<file path="config.mk">
export PLATFORM = sky130hd
export DESIGN_NAME = mem_arbiter
export DESIGN_NICKNAME = d
export VERILOG_FILES = /design/src/rtl/mem_arb_pkg.sv /design/src/rtl/mem_wait_counter.sv /design/src/rtl/mem_arbiter.sv
export SDC_FILE = /design/constraint.sdc
export NUM_CORES = 1
export LEC_CHECK = 0
export CAP_MARGIN = 20
export CORE_UTILIZATION = 37
export DETAILED_ROUTE_END_ITERATION = 16
export PLACE_DENSITY = 0.77
export SLEW_MARGIN = 20
export SYNTH_ARGS = -nofsm -noshare
export SYNTH_HDL_FRONTEND = slang
export SYNTH_SLANG_ARGS = --single-unit
</file>
<file path="constraint.sdc">
create_clock -name Clk -period 1.8 [get_ports Clk]
set_input_delay 0.36 -clock Clk [delete_from_list [all_inputs] [get_ports Clk]]
set_output_delay 0.36 -clock Clk [all_outputs]
set_load 0.05 [all_outputs]
</file>
<file path="src/rtl/mem_arb_pkg.sv">
// Shared types and default sizing for the two-port memory arbiter.
// The requester id doubles as the round-robin "last granted" marker.
package mem_arb_pkg;
   localparam int DEF_ADDR_W      = 16;
   localparam int DEF_DATA_W      = 16;
   localparam int DEF_WAIT_CYCLES = 2;
   localparam int CNT_W           = 4;

   typedef enum logic [1:0] {
      IDLE   = 2'd0,
      ACCESS = 2'd1,
      DONE   = 2'd2
   } state_t;

   typedef enum logic {
      REQ_A = 1'b0,
      REQ_B = 1'b1
   } req_id_t;
endpackage

</file>
<file path="src/rtl/mem_wait_counter.sv">
// Down-counter timing the memory strobe window: load, decrement, zero flag.
module mem_wait_counter
   import mem_arb_pkg::*;
#(
   parameter int W = CNT_W
) (
   input  logic         Clk,
   input  logic         Reset_n,
   input  logic         load,
   input  logic [W-1:0] load_val,
   input  logic         dec,
   output logic         zero
);
   logic [W-1:0] count_q;
   logic [W-1:0] count_d;

   always_comb begin
      count_d = count_q;
      if (load) begin
         count_d = load_val;
      end else if (dec && (count_q != '0)) begin
         count_d = count_q - 1'b1;
      end
   end

   always_ff @(posedge Clk or negedge Reset_n) begin
      if (!Reset_n) begin
         count_q <= '0;
      end else begin
         count_q <= count_d;
      end
   end

   assign zero = (count_q == '0);
endmodule

</file>
<file path="src/rtl/mem_arbiter.sv">
// Round-robin arbiter sharing one asynchronous-style memory between a CPU (A)
// and a loader (B); every output is registered so strobes never glitch.
module mem_arbiter
   import mem_arb_pkg::*;
#(
   parameter int ADDR_W      = DEF_ADDR_W,
   parameter int DATA_W      = DEF_DATA_W,
   parameter int WAIT_CYCLES = DEF_WAIT_CYCLES
) (
   input  logic              Clk,
   input  logic              Reset_n,
   input  logic              a_req,
   input  logic              a_we,
   input  logic [ADDR_W-1:0] a_addr,
   input  logic [DATA_W-1:0] a_wdata,
   output logic              a_ack,
   input  logic              b_req,
   input  logic              b_we,
   input  logic [ADDR_W-1:0] b_addr,
   input  logic [DATA_W-1:0] b_wdata,
   output logic              b_ack,
   output logic [DATA_W-1:0] rdata,
   output logic [ADDR_W-1:0] mem_addr,
   output logic [DATA_W-1:0] mem_wdata,
   input  logic [DATA_W-1:0] mem_rdata,
   output logic              mem_oe_n,
   output logic              mem_we_n,
   output logic              busy
);
   localparam logic [CNT_W-1:0] LOAD_VAL = CNT_W'(WAIT_CYCLES - 1);

   state_t              state_q, state_d;
   req_id_t             grant_q, grant_d;
   req_id_t             last_q, last_d;
   logic                we_q, we_d;
   logic [ADDR_W-1:0]   mem_addr_q, mem_addr_d;
   logic [DATA_W-1:0]   mem_wdata_q, mem_wdata_d;
   logic [DATA_W-1:0]   rdata_q, rdata_d;
   logic                a_ack_q, a_ack_d;
   logic                b_ack_q, b_ack_d;
   logic                busy_q, busy_d;
   logic                mem_oe_n_q, mem_oe_n_d;
   logic                mem_we_n_q, mem_we_n_d;
   logic                cnt_load, cnt_dec, cnt_zero;

   mem_wait_counter #(.W(CNT_W)) u_wait (
      .Clk      (Clk),
      .Reset_n  (Reset_n),
      .load     (cnt_load),
      .load_val (LOAD_VAL),
      .dec      (cnt_dec),
      .zero     (cnt_zero)
   );

   always_comb begin
      state_d     = state_q;
      grant_d     = grant_q;
      last_d      = last_q;
      we_d        = we_q;
      mem_addr_d  = mem_addr_q;
      mem_wdata_d = mem_wdata_q;
      rdata_d     = rdata_q;
      cnt_load    = 1'b0;
      cnt_dec     = 1'b0;
      case (state_q)
         IDLE: begin
            if (a_req || b_req) begin
               // On a tie the port that did not win last time gets the bus.
               if (a_req && b_req) begin
                  grant_d = (last_q == REQ_A) ? REQ_B : REQ_A;
               end else begin
                  grant_d = a_req ? REQ_A : REQ_B;
               end
               last_d      = grant_d;
               we_d        = (grant_d == REQ_A) ? a_we    : b_we;
               mem_addr_d  = (grant_d == REQ_A) ? a_addr  : b_addr;
               mem_wdata_d = (grant_d == REQ_A) ? a_wdata : b_wdata;
               cnt_load    = 1'b1;
               state_d     = ACCESS;
            end
         end
         ACCESS: begin
            cnt_dec = 1'b1;
            if (cnt_zero) begin
               state_d = DONE;
               if (!we_q) begin
                  rdata_d = mem_rdata;
               end
            end
         end
         DONE:    state_d = IDLE;
         default: state_d = IDLE;
      endcase

      // Outputs are decoded from the next state so they line up with it.
      busy_d     = (state_d != IDLE);
      mem_oe_n_d = !((state_d == ACCESS) && !we_d);
      mem_we_n_d = !((state_d == ACCESS) && we_d);
      a_ack_d    = (state_d == DONE) && (grant_d == REQ_A);
      b_ack_d    = (state_d == DONE) && (grant_d == REQ_B);
   end

   always_ff @(posedge Clk or negedge Reset_n) begin
      if (!Reset_n) begin
         state_q     <= IDLE;
         grant_q     <= REQ_A;
         last_q      <= REQ_B;
         we_q        <= 1'b0;
         mem_addr_q  <= '0;
         mem_wdata_q <= '0;
         rdata_q     <= '0;
         a_ack_q     <= 1'b0;
         b_ack_q     <= 1'b0;
         busy_q      <= 1'b0;
         mem_oe_n_q  <= 1'b1;
         mem_we_n_q  <= 1'b1;
      end else begin
         state_q     <= state_d;
         grant_q     <= grant_d;
         last_q      <= last_d;
         we_q        <= we_d;
         mem_addr_q  <= mem_addr_d;
         mem_wdata_q <= mem_wdata_d;
         rdata_q     <= rdata_d;
         a_ack_q     <= a_ack_d;
         b_ack_q     <= b_ack_d;
         busy_q      <= busy_d;
         mem_oe_n_q  <= mem_oe_n_d;
         mem_we_n_q  <= mem_we_n_d;
      end
   end

   assign a_ack     = a_ack_q;
   assign b_ack     = b_ack_q;
   assign rdata     = rdata_q;
   assign mem_addr  = mem_addr_q;
   assign mem_wdata = mem_wdata_q;
   assign mem_oe_n  = mem_oe_n_q;
   assign mem_we_n  = mem_we_n_q;
   assign busy      = busy_q;
endmodule
</file>
==> GITHUB_STEP_SUMMARY, run 1 <==
## Implementation flow summary

| Metric | Value |
|---|---|
| Post-synth net total | `369` |
| Seq/Total Area, Yosys | `54.1%` |
| CORE AREA | `7370 um2` |
| Count leader, synth | `dfrtp_1` |
| Post-Syn Area per Cell | `10.2 um2` |
| # port buffers | `138` |
| WL final | `8.61 mm` |
| Depth of the most critical reg-to-reg path | `6` |
| Tool warnings | `29` |
| Synth cell types | `33` |
| Vias/cell | `5.28` |
| Post-DR wirelength/cell | `16.1 um` |
| Final Net Count | `516` |
| Congestion Overflow GR | `0` |
| Final setup viols | `16` |
| Failing checks | `negative setup slack` |
| Synth Area in XOR/XNOR | `0%` |
| Post-route ant nets | `0` |
| Max FO, Critical Path | `16` |
| Detailed-router iteration count before antenna repair | `4` |
| Comb pwr share | `58.7%` |
| Worst min path class | `input port to async pin` |
| CP startpoint | `u_wait.count_q[1]$_DFFE_PN0P_` |
| Yosys warning count | `0` |
| Crit path DRT | `2.01 ns` |
| Net switching power | `4480 uW` |
| Worst Slack Setup Final | `-0.141 ns` |
| Worst R2R End | `rdata[11]$_DFFE_PN0P_` |
| Clock sink total | `62` |
| Fp_density | `39.0%` |
| Initial antenna violation count | `0` |
| Status | `complete, but fails checks` |
[run 1: area by class of cell]
cell class / instances / area, um2 / share of cell area (%)
Clock inverter: 4 / 70.1 / 1.52
Inverter: 5 / 18.8 / 0.408
Tap cell: 99 / 124 / 2.69
Sequential cell: 62 / 1560 / 33.8
Timing Repair Buffer: 163 / 1490 / 32.4
Multi-Input combinational cell: 188 / 1200 / 26.0
Clock buffer: 12 / 145 / 3.15
[run 1: timing repair]
item                                    4_1_cts  5_1_grt
endpoints found under the setup margin       16       17
resized                                       1        1
buffers inserted                              0        0
[run 1: per-layer routing]
metal	vias up	track usage, %	wire [um]
li1	1343	-	-
met1	1347	27.9	3790
met2	120	35.6	4200
met3	6	5.92	554
met4	0	5.91	61
met5	-	0	0
[run 1: sequential cells by signal (all words and copies together), names as in the netlist]
register	cells
mem_addr	16
mem_wdata	16
rdata	16
u_wait.count_q	4
state_q	2
a_ack	1
b_ack	1
busy	1
grant_q	1
last_q	1
mem_oe_n	1
mem_we_n	1
we_q	1
[run 1: cells in the final DEF (no fill, tap or decap), types with 2 or more instances in the layout]
master,n
nor2b_1,2
mux2_4,10
dfstp_2,3
clkinv_2,2
a31oi_1,34
nor2_1,3
nand3_1,34
clkbuf_8,10
buf_12,5
o21ai_0,36
inv_1,5
buf_4,73
nand2_1,4
or2_2,2
bufinv_16,2
clkbuf_1,2
clkdlybuf4s50_1,84
mux2_2,6
a21oi_1,36
nand2b_1,2
dfrtp_1,59
[run 1: critical path, stage by stage, from the launching register on]
cell,delay [ns]
dfrtp_1,0.38
inv_1,0.08
ha_1,0.16
or3b_4,0.39
or3_4,0.35
buf_12,0.17
mux2_4,0.30
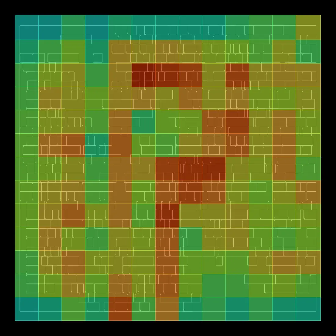
Run 1: congestion heat map
fin util: 62.5%
routing usage on met3: 5.92%

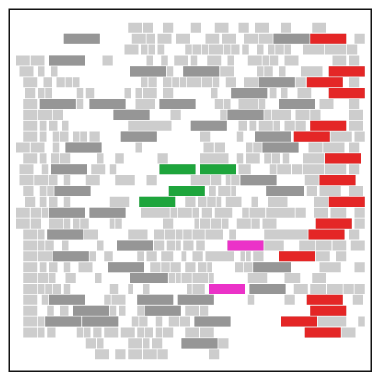
Run 1: where the registers sit
Scale: 4 px per um.
| color | netlist name | flops |
|---|---|---|
| green | u_wait.count_q | 4 |
| magenta | state_q | 2 |
| red | rdata | 16 |
not colored: 40

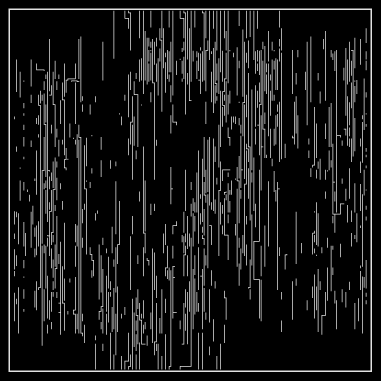
Run 1: the metal 2 layer
Scale: 4 px per um.
nets with wire on the layer: 440
main direction: vertical
longest straight run: 49.0 um

==> run 2: changes to the inputs <==
--- a/config.mk
+++ b/config.mk
@@ -8,7 +8,9 @@
 export CAP_MARGIN = 20
 export CORE_UTILIZATION = 37
 export DETAILED_ROUTE_END_ITERATION = 16
+export HOLD_SLACK_MARGIN = 0.06
 export PLACE_DENSITY = 0.77
+export REMOVE_ABC_BUFFERS = 1
 export SLEW_MARGIN = 20
 export SYNTH_ARGS = -nofsm -noshare
 export SYNTH_HDL_FRONTEND = slang
==> GITHUB_STEP_SUMMARY, run 2 <==
## Implementation flow summary

| Metric | Value |
|---|---|
| Worst setup EP type | `flip-flop` |
| Antenna cell count | `0` |
| Worst R2R End | `rdata[0]$_DFFE_PN0P_` |
| Comb pwr share | `57.5%` |
| Fp_density | `39.0%` |
| WL final | `8.94 mm` |
| Worst Slack Setup Final | `-0.159 ns` |
| Fin. max-slew vios | `0` |
| Tool warnings | `27` |
| CORE AREA | `7370 um2` |
| Top cell excl fill/tap | `clkdlybuf4s50_1` |
| Initial antenna violation count | `0` |
| Fin util | `64.5%` |
| Yosys warning count | `0` |
| Post-Syn Area per Cell | `10.2 um2` |
| Final setup viols | `16` |
| AND/OR/NAND/NOR Cells, Area Fraction | `10.8%` |
| Failing checks | `negative setup slack` |
| Die span in y | `90.1 um` |
| CP startpoint | `u_wait.count_q[1]$_DFFE_PN0P_` |
| Synth Area in XOR/XNOR | `0%` |
| Final Net Count | `526` |
| Fin area | `4750 um2` |
| Detailed-router iteration count before antenna repair | `4` |
| Clock sink total | `62` |
| Status | `complete, but fails checks` |
| Synth cell types | `33` |
| # port buffers | `138` |
| Post-route ant nets | `0` |
| I/O pins | `139` |
| Count leader, synth | `dfrtp_1` |
| VDD IR max | `883 uV` |
| Clock-pin slew of the registers on the worst-case setup and hold paths | `0.07 ns` |
| Yosys cell count | `282` |
| Net switching power | `4540 uW` |
| Depth of the most critical reg-to-reg path | `6` |
| Crit path DRT | `2.01 ns` |
| Max FO, Critical Path | `8` |
| Congestion Overflow GR | `0` |
| Fmax | `0.510 GHz` |
| Worst min path class | `input port to async pin` |
-- run 2: cell counts after synthesis --
Identical to the previous run, type by type.
-- run 2: critical path, stage by stage, from the launching register on --
cell and delay [ns]:
dfrtp_1 0.40, inv_2 0.09, ha_4 0.14, or3b_4 0.37
or3_4 0.38, buf_12 0.17, mux2_4 0.30
-- run 2: cell type report --
cell class                 count  area (um2)  area share, %
inverter                       5        18.8          0.395
clock inverter                 6         133           2.79
sequential                    62        1560           32.7
clock buffer                  10         138           2.89
multi-input combinational    188        1200           25.3
tap                           99         124           2.61
timing repair buffer         173        1580           33.3
-- run 2: per-stage QoR --
step / TNS, ns / cells / hold slack [ns] / setup slack (ns)
final: -2.18 / 543 / 0.492 / -0.159
after global routing: -2.57 / 543 / 0.511 / -0.177
after CTS: -1.93 / 541 / 0.471 / -0.141
after detailed placement: -8.99 / 521 / 0.296 / -0.201
after global placement: -7.43 / 521 / 0.300 / -0.178
after floorplan: -18.25 / 255 / 0.0644 / -0.346
-- run 2: power groups by stage --
| stage | clock, uW | sequential (uW) | combinational (uW) |
|---|---|---|---|
| CTS | 1650 | 2530 | 5620 |
| global placement | 0 | 2530 | 5430 |
| floorplan | 0 | 4570 | 1460 |
| detailed placement | 0 | 2550 | 5510 |
| global route | 1700 | 2610 | 5960 |
| finish | 1630 | 2540 | 5630 |
-- run 2: layer usage --
layer	vias up	wire length, um	track usage, %
met3	10	630	4.91
li1	1361	-	-
met4	0	95	8.06
met5	-	0	0
met1	1390	3940	29.1
met2	134	4260	36.1
-- run 2: repair_timing --
action                                 CTS  global route
resized                                  6             1
cloned                                   1             0
setup endpoints to repair               16            17
pin swaps                                1             1
hold buffers                             1             0
setup buffers                            2             2
endpoints found under the hold margin   15             0
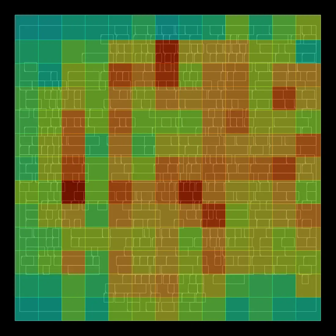
Run 2: congestion heat map
GRT Total Usage: 22.2%
M1 GR Usage: 29.1%
post-DR wirelength/cell: 16.5 um

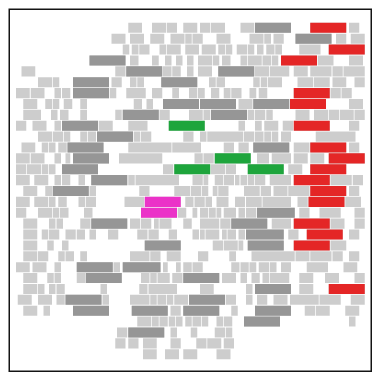
Run 2: where the registers sit
Scale: 4 px per um.
| color | netlist name | flops |
|---|---|---|
| magenta | state_q | 2 |
| green | u_wait.count_q | 4 |
| red | rdata | 16 |
not colored: 40
sequential power: 2540 uW
Seq/total area: 32.7%

Power is estimated from default activity; no workload was simulated.
